### src/rtl/mystic_main_mem_rx_ctrl.sv
// UART boot loader: receives 8N1 bytes and writes them to consecutive main-memory addresses,
// holding the core off during an upload. Optional stop-bit check: define MYSTIC_RX_FRAME_CHECK_EN.
module mystic_main_mem_rx_ctrl #(
    parameter int IDLE_BITS = 32,
    parameter int ADDR_W    = 18
) (
    input  logic              clk_i,
    input  logic              rstn_i,
    input  logic              rx_i,
    input  logic [15:0]       baud_div,
    output logic              disable_core_n,
    output logic [7:0]        uart_mem_dout,
    output logic [ADDR_W-1:0] uart_mem_addr,
    output logic              uart_mem_we
);
    localparam int IB_W = $clog2(IDLE_BITS + 1);
    localparam logic [IB_W-1:0] IDLE_LAST = IB_W'(IDLE_BITS - 1);

    typedef enum logic [2:0] {S_IDLE, S_START, S_DATA, S_STOP, S_WRITE} state_t;
    state_t state, state_nxt;

    logic            rx_s1, rx;
    logic [15:0]     baud_q, tick, idle_tick;
    logic [2:0]      bit_idx;
    logic [7:0]      shift;
    logic [IB_W-1:0] idle_bits;
    logic            half_hit, bit_hit, idle_hit, start_det, timeout, frame_wait, stop_ok;

    // Very small dividers would leave no room for mid-bit sampling.
    function automatic logic [15:0] clamp_baud(input logic [15:0] d);
        return (d < 16'd4) ? 16'd4 : d;
    endfunction

    assign half_hit  = (tick == {1'b0, baud_q[15:1]});
    assign bit_hit   = (tick == baud_q - 16'd1);
    assign idle_hit  = (idle_tick == baud_q - 16'd1);
    assign start_det = (state == S_IDLE) && !rx && !frame_wait;
    assign timeout   = (state == S_IDLE) && !disable_core_n && idle_hit && (idle_bits == IDLE_LAST);

`ifdef MYSTIC_RX_FRAME_CHECK_EN
    assign stop_ok = rx;

    // After a framing error the line must go idle before a new start is trusted.
    always_ff @(posedge clk_i) begin
        if (!rstn_i)
            frame_wait <= 1'b0;
        else if (state == S_STOP && bit_hit && !rx)
            frame_wait <= 1'b1;
        else if (state == S_IDLE && rx)
            frame_wait <= 1'b0;
    end
`else
    assign stop_ok    = 1'b1;
    assign frame_wait = 1'b0;
`endif

    always_comb begin
        state_nxt   = state;
        uart_mem_we = 1'b0;
        case (state)
            S_IDLE:  if (start_det) state_nxt = S_START;
            S_START: if (half_hit) state_nxt = rx ? S_IDLE : S_DATA;
            S_DATA:  if (bit_hit && bit_idx == 3'd7) state_nxt = S_STOP;
            S_STOP:  if (bit_hit) state_nxt = stop_ok ? S_WRITE : S_IDLE;
            S_WRITE: begin
                uart_mem_we = 1'b1;
                state_nxt   = S_IDLE;
            end
            default: state_nxt = S_IDLE;
        endcase
    end

    always_ff @(posedge clk_i) begin
        if (!rstn_i)
            state <= S_IDLE;
        else
            state <= state_nxt;
    end

    always_ff @(posedge clk_i) begin
        if (!rstn_i) begin
            rx_s1          <= 1'b1;
            rx             <= 1'b1;
            baud_q         <= '0;
            tick           <= '0;
            bit_idx        <= '0;
            shift          <= '0;
            idle_tick      <= '0;
            idle_bits      <= '0;
            disable_core_n <= 1'b1;
            uart_mem_dout  <= '0;
            uart_mem_addr  <= '0;
        end else begin
            rx_s1 <= rx_i;
            rx    <= rx_s1;
            case (state)
                S_IDLE: begin
                    if (start_det) begin
                        tick   <= '0;
                        baud_q <= clamp_baud(baud_div);
                    end
                    // Timeout takes priority over a simultaneous start bit.
                    if (timeout) begin
                        disable_core_n <= 1'b1;
                        uart_mem_addr  <= '0;
                        idle_tick      <= '0;
                        idle_bits      <= '0;
                    end else if (start_det) begin
                        idle_tick <= '0;
                        idle_bits <= '0;
                    end else if (!disable_core_n) begin
                        if (idle_hit) begin
                            idle_tick <= '0;
                            idle_bits <= idle_bits + IB_W'(1);
                        end else begin
                            idle_tick <= idle_tick + 16'd1;
                        end
                    end
                end
                S_START: begin
                    if (half_hit) begin
                        tick    <= '0;
                        bit_idx <= '0;
                    end else begin
                        tick <= tick + 16'd1;
                    end
                end
                S_DATA: begin
                    if (bit_hit) begin
                        tick    <= '0;
                        shift   <= {rx, shift[7:1]};
                        bit_idx <= bit_idx + 3'd1;
                    end else begin
                        tick <= tick + 16'd1;
                    end
                end
                S_STOP: begin
                    if (bit_hit) begin
                        tick <= '0;
                        if (stop_ok) begin
                            uart_mem_dout  <= shift;
                            disable_core_n <= 1'b0;
                        end
                    end else begin
                        tick <= tick + 16'd1;
                    end
                end
                S_WRITE: uart_mem_addr <= uart_mem_addr + ADDR_W'(1);
                default: ;
            endcase
        end
    end
endmodule

### config.mk
export PLATFORM = sky130hd
export DESIGN_NAME = mystic_main_mem_rx_ctrl
export DESIGN_NICKNAME = d
export VERILOG_FILES = /design/src/rtl/mystic_main_mem_rx_ctrl.sv
export SDC_FILE = /design/constraint.sdc
export NUM_CORES = 1
export LEC_CHECK = 0
export CAP_MARGIN = 20
export CORE_MARGIN = 10
export CORE_UTILIZATION = 59
export DETAILED_ROUTE_END_ITERATION = 7
export PLACE_DENSITY = 0.8
export SYNTH_ARGS = -nofsm -noshare
export SYNTH_HDL_FRONTEND = slang
export SYNTH_SLANG_ARGS = --single-unit
### constraint.sdc
create_clock -name clk_i -period 5.7 [get_ports clk_i]
set_input_delay 0.57 -clock clk_i [delete_from_list [all_inputs] [get_ports clk_i]]
set_output_delay 0.57 -clock clk_i [all_outputs]
set_load 0.03 [all_outputs]
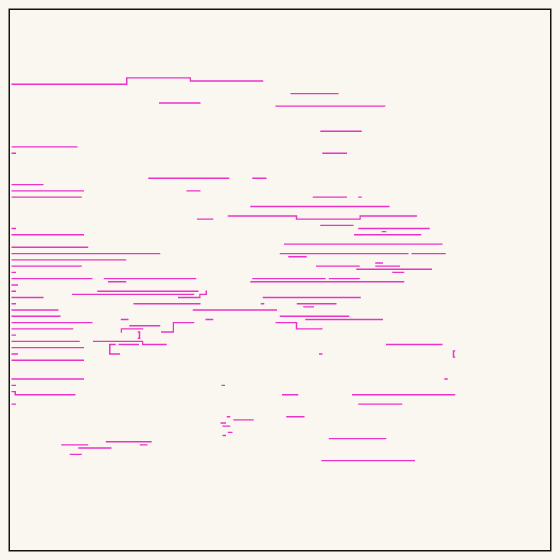
(run_1/m3.png)
- main direction: horizontal
- nets with wire on the layer: 86
met3 usage: 0.0627
Routed WL: 13.8 mm
vias: 4965

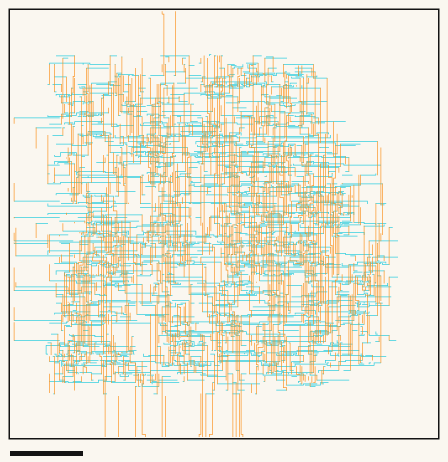
(run_1/layers.png)
Bar = 20 um. Two of the layers only.
- orange: M2 (wire length 6720 um)
- cyan: M1 (wire length 5780 um)
All-Layer GR Usage: 0.209
Avg WL per Cell: 17.4 um

==> impl_metrics.json, run 1 <==
{
  "status": "complete, no violations",
  "ys_sh_simple": 0.265,
  "fp_util": 0.604,
  "path_cells": "inv_1, ha_1, or3b_2, nor3_1, xor3_1, a2111oi_0, nand4_2, o31ai_4, o21ai_0, a21o_1",
  "avgSynthCellArea_sq_um": 8.32,
  "buffer_area_frac": 0.0772,
  "fin_util": 0.670,
  "nNetsFinal": 704,
  "period_needed_ns": 3.87,
  "dp_cells": 778,
  "crit_path_max_incr_delay_ns": 0.65,
  "finalCritPeriodShare": 0.679,
  "most_common_cell": "dfxtp_1",
  "yosysTopAreaCellShare": 0.349,
  "gp_congestion": 0.952,
  "comb_cells": 507,
  "cp-end-kind": "register",
  "num_rows": 35,
  "r2r_end": "tick[7]",
  "ys_ff": 97,
  "drtAntennaViolNets": 0,
  "rsz0062_at_grt": "no",
  "overflow": 0,
  "edf_count": 0,
  "p_per_area_nw_per_um2": 215,
  "area_growth_pct": 10.8,
  "viasPerCell": 6.25,
  "min_path_type": "reg -> reg",
  "finalSetupViolations": 0,
  "layout-drive-gt1-share": 0.0556,
  "worstSkewPairLatency_ns": 0.38,
  "yosys_most_used_dff": "dfxtp_1",
  "cts_hold_buffers": 0,
  "endpoint": "tick[7]",
  "stdcell_count": 794,
  "netlist_top_cells_area": "dfxtp_1 (35%), xor2_1 (5.5%), nand2_1 (5.2%)",
  "tap_cells": 111,
  "grt_pass1_vias": 4771,
  "critPathMaxFanout": 19,
  "io_buffers": 46,
  "yosys_area_sq_um": 5560,
  "ys_seq_share": 0.349,
  "hold_end": "rx",
  "cts.clk_slew.worst_paths_ns": 0.11,
  "clkbuf_count": 9,
  "placed_area_sq_um": 5950,
  "slew_viol_final": 0,
  "compound_area_frac": 0.145,
  "fin_area_sq_um": 6160,
  "ctsResizeCount": 0,
  "seq_cells": 97,
  "cp-start-kind": "register",
  "ctsHtreeMaxLevel": 3,
  "finalSetupTns_ns": 0,
  "tool_warnings": 26,
  "mi_logic_area_sq_um": 3340,
  "yosysTopAreaCell": "dfxtp_1",
  "lay_top_cells": "dfxtp_1 (97), nand2_1 (77), nor2_1 (59)",
  "dp_hpwl_mm": 10.3,
  "dpl_worst_slack_ns": 1.88,
  "die_w_um": 117,
  "worst_pin_slew_ns": 0.984,
  "nFillCells": 790,
  "cts_buffer_depth": 2,
  "clkCellAreaFrac": 0.0335,
  "cap_violations": 0,
  "synthTopCellsByCount": "dfxtp_1 (97), nand2_1 (77), nor2_1 (59), clkbuf_1 (38)",
  "firstDrtPassIters": 5,
  "antenna_found_initial": 0,
  "cts-root-buf": "clkbuf_8",
  "ff_latch_area_sq_um": 1940,
  "critPathBufInv": 1,
  "synth.area.mux_share": 0.0434,
  "first_iter_violations": 298,
  "clock_skew_ns": 0.00856,
  "crit_slowest_cell": "o31ai_4",
  "inv_count": 15,
  "synthCells": 668,
  "hp-start": "rx_s1",
  "crit_path_start": "baud_q[0]",
  "seq_area_frac": 0.315,
  "clock_sinks": 97,
  "path_depth": 10,
  "pin_count": 47,
  "power_w": 0.00132,
  "fmax_ghz": 0.258,
  "async_flop_share": 0,
  "adder_share": 0.0158,
  "maxSlewHeadroom": 0.342,
  "worst_hold_slack_ns": 0.423,
  "r2r-start": "baud_q[0]",
  "ys_cells": 668,
  "numCtsBuffers": 9,
  "fin_ws_ns": 1.83,
  "critPathKind": "reg -> reg",
  "regToRegSetupSlack_ns": 1.83,
  "cp.required_ns": 5.99,
  "nNonClkBuffers": 48,
  "hold_depth": 1,
  "drc_errors": 0,
  "ys_types": 63,
  "postCtsSetupRepairBufs": 0,
  "yosysWarningCount": 0,
  "netlist_area_sq_um": 5560,
  "worst_r2r_path_depth": 10,
  "hold_viol": 0,
  "cts_tree": "yes",
  "synth_nets": 694,
  "cp_top_family": "AND-OR/OR-AND gates",
  "chip_area_sq_um": 13700,
  "biggestCellCategory": "multi-input combinational cells",
  "synth-xor-area-share": 0.130,
  "diodes": 0,
  "layout_top_cell": "dfxtp_1",
  "grt_max_degree": 29,
  "power.leakage_nw": 2.47,
  "grt_pass1_wl_mm": 23.1,
  "arrival_ns": 4.16,
  "comb_share": 0.542,
  "top_logic_kind": "simple AND/OR/NAND/NOR gates"
}
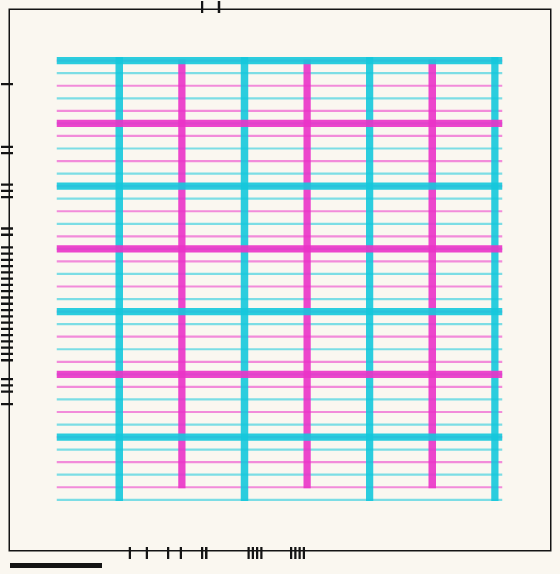
(run_1/floorplan.png)
Bar = 20 um. Pins as bars on the die edge.
- cyan: VSS
- magenta: VDD
- met1 rails: 36
- met4 straps: 7
CORE AREA: 9200 sq um
Die Span Y: 117 um
Max VDD drop: 0.140 mV

run 1: metal layers:
layer  track usage  share of wire  vias to the layer above
met5             0              0                        -
met4        0.0651          0.017                        0
met3        0.0627          0.078                       20
met2         0.354           0.49                      177
met1         0.250           0.42                     2388
li1              -              -                     2380
run 1: power by group:
| part | leakage, nW | internal, W | total, W | switching, W |
|---|---|---|---|---|
| clock network | 0.0991 | 0.000174 | 0.000459 | 0.000285 |
| logic | 1.59 | 0.0000753 | 0.000168 | 0.0000928 |
| registers | 0.783 | 0.000683 | 0.000697 | 0.0000145 |
run 1: flip-flops by register name, summed over array words and instances, names as in the netlist:
register	count
baud_q	16
bit_idx	3
uart_mem_addr	18
shift	8
idle_tick	16
rx_s1	1
state	3
rx	1
idle_bits	6
uart_mem_dout	8
tick	16
disable_core_n	1
==> inputs of run 2 (changes only) <==
--- a/config.mk
+++ b/config.mk
@@ -7,9 +7,9 @@
 export LEC_CHECK = 0
 export CAP_MARGIN = 20
 export CORE_MARGIN = 10
-export CORE_UTILIZATION = 59
+export CORE_UTILIZATION = 58
 export DETAILED_ROUTE_END_ITERATION = 7
-export PLACE_DENSITY = 0.8
+export PLACE_DENSITY = 0.79
 export SYNTH_ARGS = -nofsm -noshare
 export SYNTH_HDL_FRONTEND = slang
 export SYNTH_SLANG_ARGS = --single-unit
==> constraint.sdc (replaced) <==
create_clock -name clk_i -period 4 [get_ports clk_i]
set_input_delay 0.4 -clock clk_i [delete_from_list [all_inputs] [get_ports clk_i]]
set_output_delay 0.4 -clock clk_i [all_outputs]
set_load 0.03 [all_outputs]
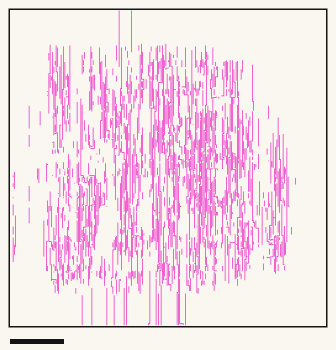
(run_2/m2.png)
Bar = 20 um.
- longest straight run: 35.0 um
- wire length on this layer: 6560 um
- nets with wire on the layer: 608
- share of all routed wire: 47%
vias: 4891
M2 GR Usage: 0.329
Routed WL: 13.8 mm

==> impl_metrics.json, run 2 <==
{
  "status": "complete, no violations",
  "fin_util": 0.679,
  "hp-start": "rx_s1",
  "dp_hpwl_mm": 10.2,
  "wire_per_inst_um": 16.8,
  "finalSetupViolations": 0,
  "nNetsFinal": 715,
  "hold_end": "rx",
  "fp_util": 0.599,
  "stdcell_count": 823,
  "cp-start-kind": "register",
  "drc_errors": 0,
  "largest_reg_flops": 18,
  "critPathKind": "reg -> reg",
  "cts-root-buf": "clkbuf_8",
  "arrival_ns": 3.99,
  "ys_ff": 97,
  "r2r-start": "baud_q[0]",
  "yosysTopAreaCellShare": 0.349,
  "pg_comb_w": 0.000250,
  "endpoint": "tick[3]",
  "clock_skew_ns": 0.0138,
  "yosysTopAreaCell": "dfxtp_1",
  "firstDrtPassIters": 4,
  "clk-power_w": 0.000796,
  "grt_max_degree": 32,
  "met3_length_mm": 1.04,
  "highest_layer": "met4",
  "cts_hold_buffers": 0,
  "most_common_cell": "dfxtp_1",
  "power_w": 0.00204,
  "area_growth_pct": 13.5,
  "cts_buffer_depth": 2,
  "worst_pin_slew_ns": 0.920,
  "viasPerCell": 5.94,
  "p_clk_frac": 0.391,
  "wl_met1_mm": 5.90,
  "crit_path_start": "baud_q[0]",
  "netlist_area_sq_um": 5560,
  "worst_r2r_path_depth": 10,
  "power.leakage_nw": 2.55,
  "rsz0062_at_grt": "no",
  "numCtsBuffers": 9,
  "busiest_layer": "met2",
  "placed_area_sq_um": 6060,
  "synthCells": 668,
  "clock_sinks": 97,
  "grt_use_total": 0.199,
  "pin_count": 47,
  "edf_count": 0,
  "overflow": 0,
  "io_buffers": 46,
  "antenna_found_initial": 0,
  "synth_nets": 694,
  "first_iter_violations": 293,
  "fin_ws_ns": 0.289,
  "grt_pass1_vias": 4752,
  "hold_viol": 0,
  "regToRegSetupSlack_ns": 0.29,
  "drtAntennaViolNets": 0,
  "netlist_top_cells_area": "dfxtp_1 (35%), xor2_1 (5.5%), nand2_1 (5.2%)",
  "cts_tree": "yes",
  "yosys_area_sq_um": 5560,
  "worst_hold_slack_ns": 0.425,
  "finalCritPeriodShare": 0.928,
  "dpl_worst_slack_ns": 0.218,
  "cts.clk_slew.worst_paths_ns": 0.10,
  "p_int_w": 0.00151,
  "avgSynthCellArea_sq_um": 8.32,
  "seq-power_w": 0.000989,
  "p_switching_w": 0.000526,
  "regMostFlops": "uart_mem_addr",
  "ys_types": 63,
  "cp.required_ns": 4.28,
  "layout-drive-gt1-share": 0.0706,
  "postCtsSetupRepairBufs": 0,
  "slew_viol_final": 0,
  "num_rows": 35,
  "chip_area_sq_um": 13900,
  "critPathMaxFanout": 8,
  "finalSetupTns_ns": 0,
  "p_comb_frac": 0.123,
  "async_flop_share": 0,
  "r2r_end": "tick[3]",
  "diodes": 0,
  "min_path_type": "reg -> reg",
  "cap_violations": 0,
  "dp_cells": 807,
  "tool_warnings": 26,
  "layout_top_cell": "dfxtp_1",
  "fmax_ghz": 0.269,
  "ys_cells": 668,
  "lay_top_cells": "dfxtp_1 (97), nand2_1 (77), nor2_1 (59)",
  "period_needed_ns": 3.71,
  "grt_pass1_wl_mm": 23.4,
  "use_met1": 0.240,
  "switching_share": 0.258,
  "gp_congestion": 0.947,
  "seqPwrFrac": 0.486,
  "synthTopCellsByCount": "dfxtp_1 (97), nand2_1 (77), nor2_1 (59), clkbuf_1 (38)",
  "cp-end-kind": "register",
  "grt_util_met3": 0.0523,
  "hold_depth": 1,
  "ctsHtreeMaxLevel": 3,
  "yosysWarningCount": 0,
  "dr_wl_met2_mm": 6.56,
  "yosys_most_used_dff": "dfxtp_1",
  "fin_area_sq_um": 6310,
  "maxSlewHeadroom": 0.381,
  "p_per_area_nw_per_um2": 323,
  "ys_seq_share": 0.349,
  "worstSkewPairLatency_ns": 0.38,
  "largestPowerGroup": "sequential cells"
}
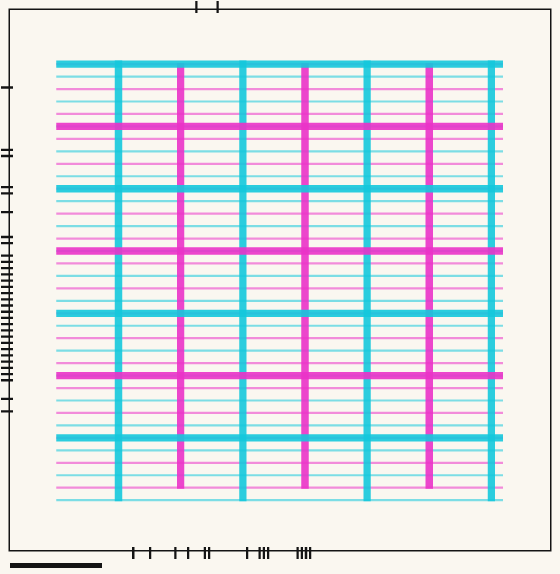
(run_2/floorplan.png)
Bar = 20 um. Pins as bars on the die edge.
- cyan: VSS
- magenta: VDD
- met4 straps: 7
- met1 rails: 36
- met5 straps: 7
- signal pins: 47
Die Span Y: 118 um
die width: 118 um
CORE AREA: 9280 sq um
Max VDD drop: 0.211 mV

[run 2: final cells by class]
type                    instances  area [sq um]
well taps                     129           161
fillers                       760          2980
inverters                      15          56.3
repair buffers                 59           558
clock inverters                 6           119
multi-input cells             507          3340
flip-flops and latches         97          1940
clock buffers                  10           128
[run 2: kinds of logic after synthesis]
family | synth area share
AOI/OAI and AO/OA | 0.145
DFF | 0.349
xor gates and xnor gates | 0.130
muxes | 0.0434
and+or+nand+nor | 0.265
buffers and inverters | 0.0513
adders and majority gates | 0.0158
[run 2: critical path, stage by stage (launching register included)]
cell and delay [ns]:
dfxtp_1 0.40, inv_1 0.09, ha_1 0.19, or3b_2 0.57, nor3_1 0.34, xor3_1 0.28, a2111oi_0 0.58, nand4_2 0.33
o21ai_0 0.37, nand3_1 0.23, and3_1 0.24
Power is estimated from default activity; no workload was simulated.
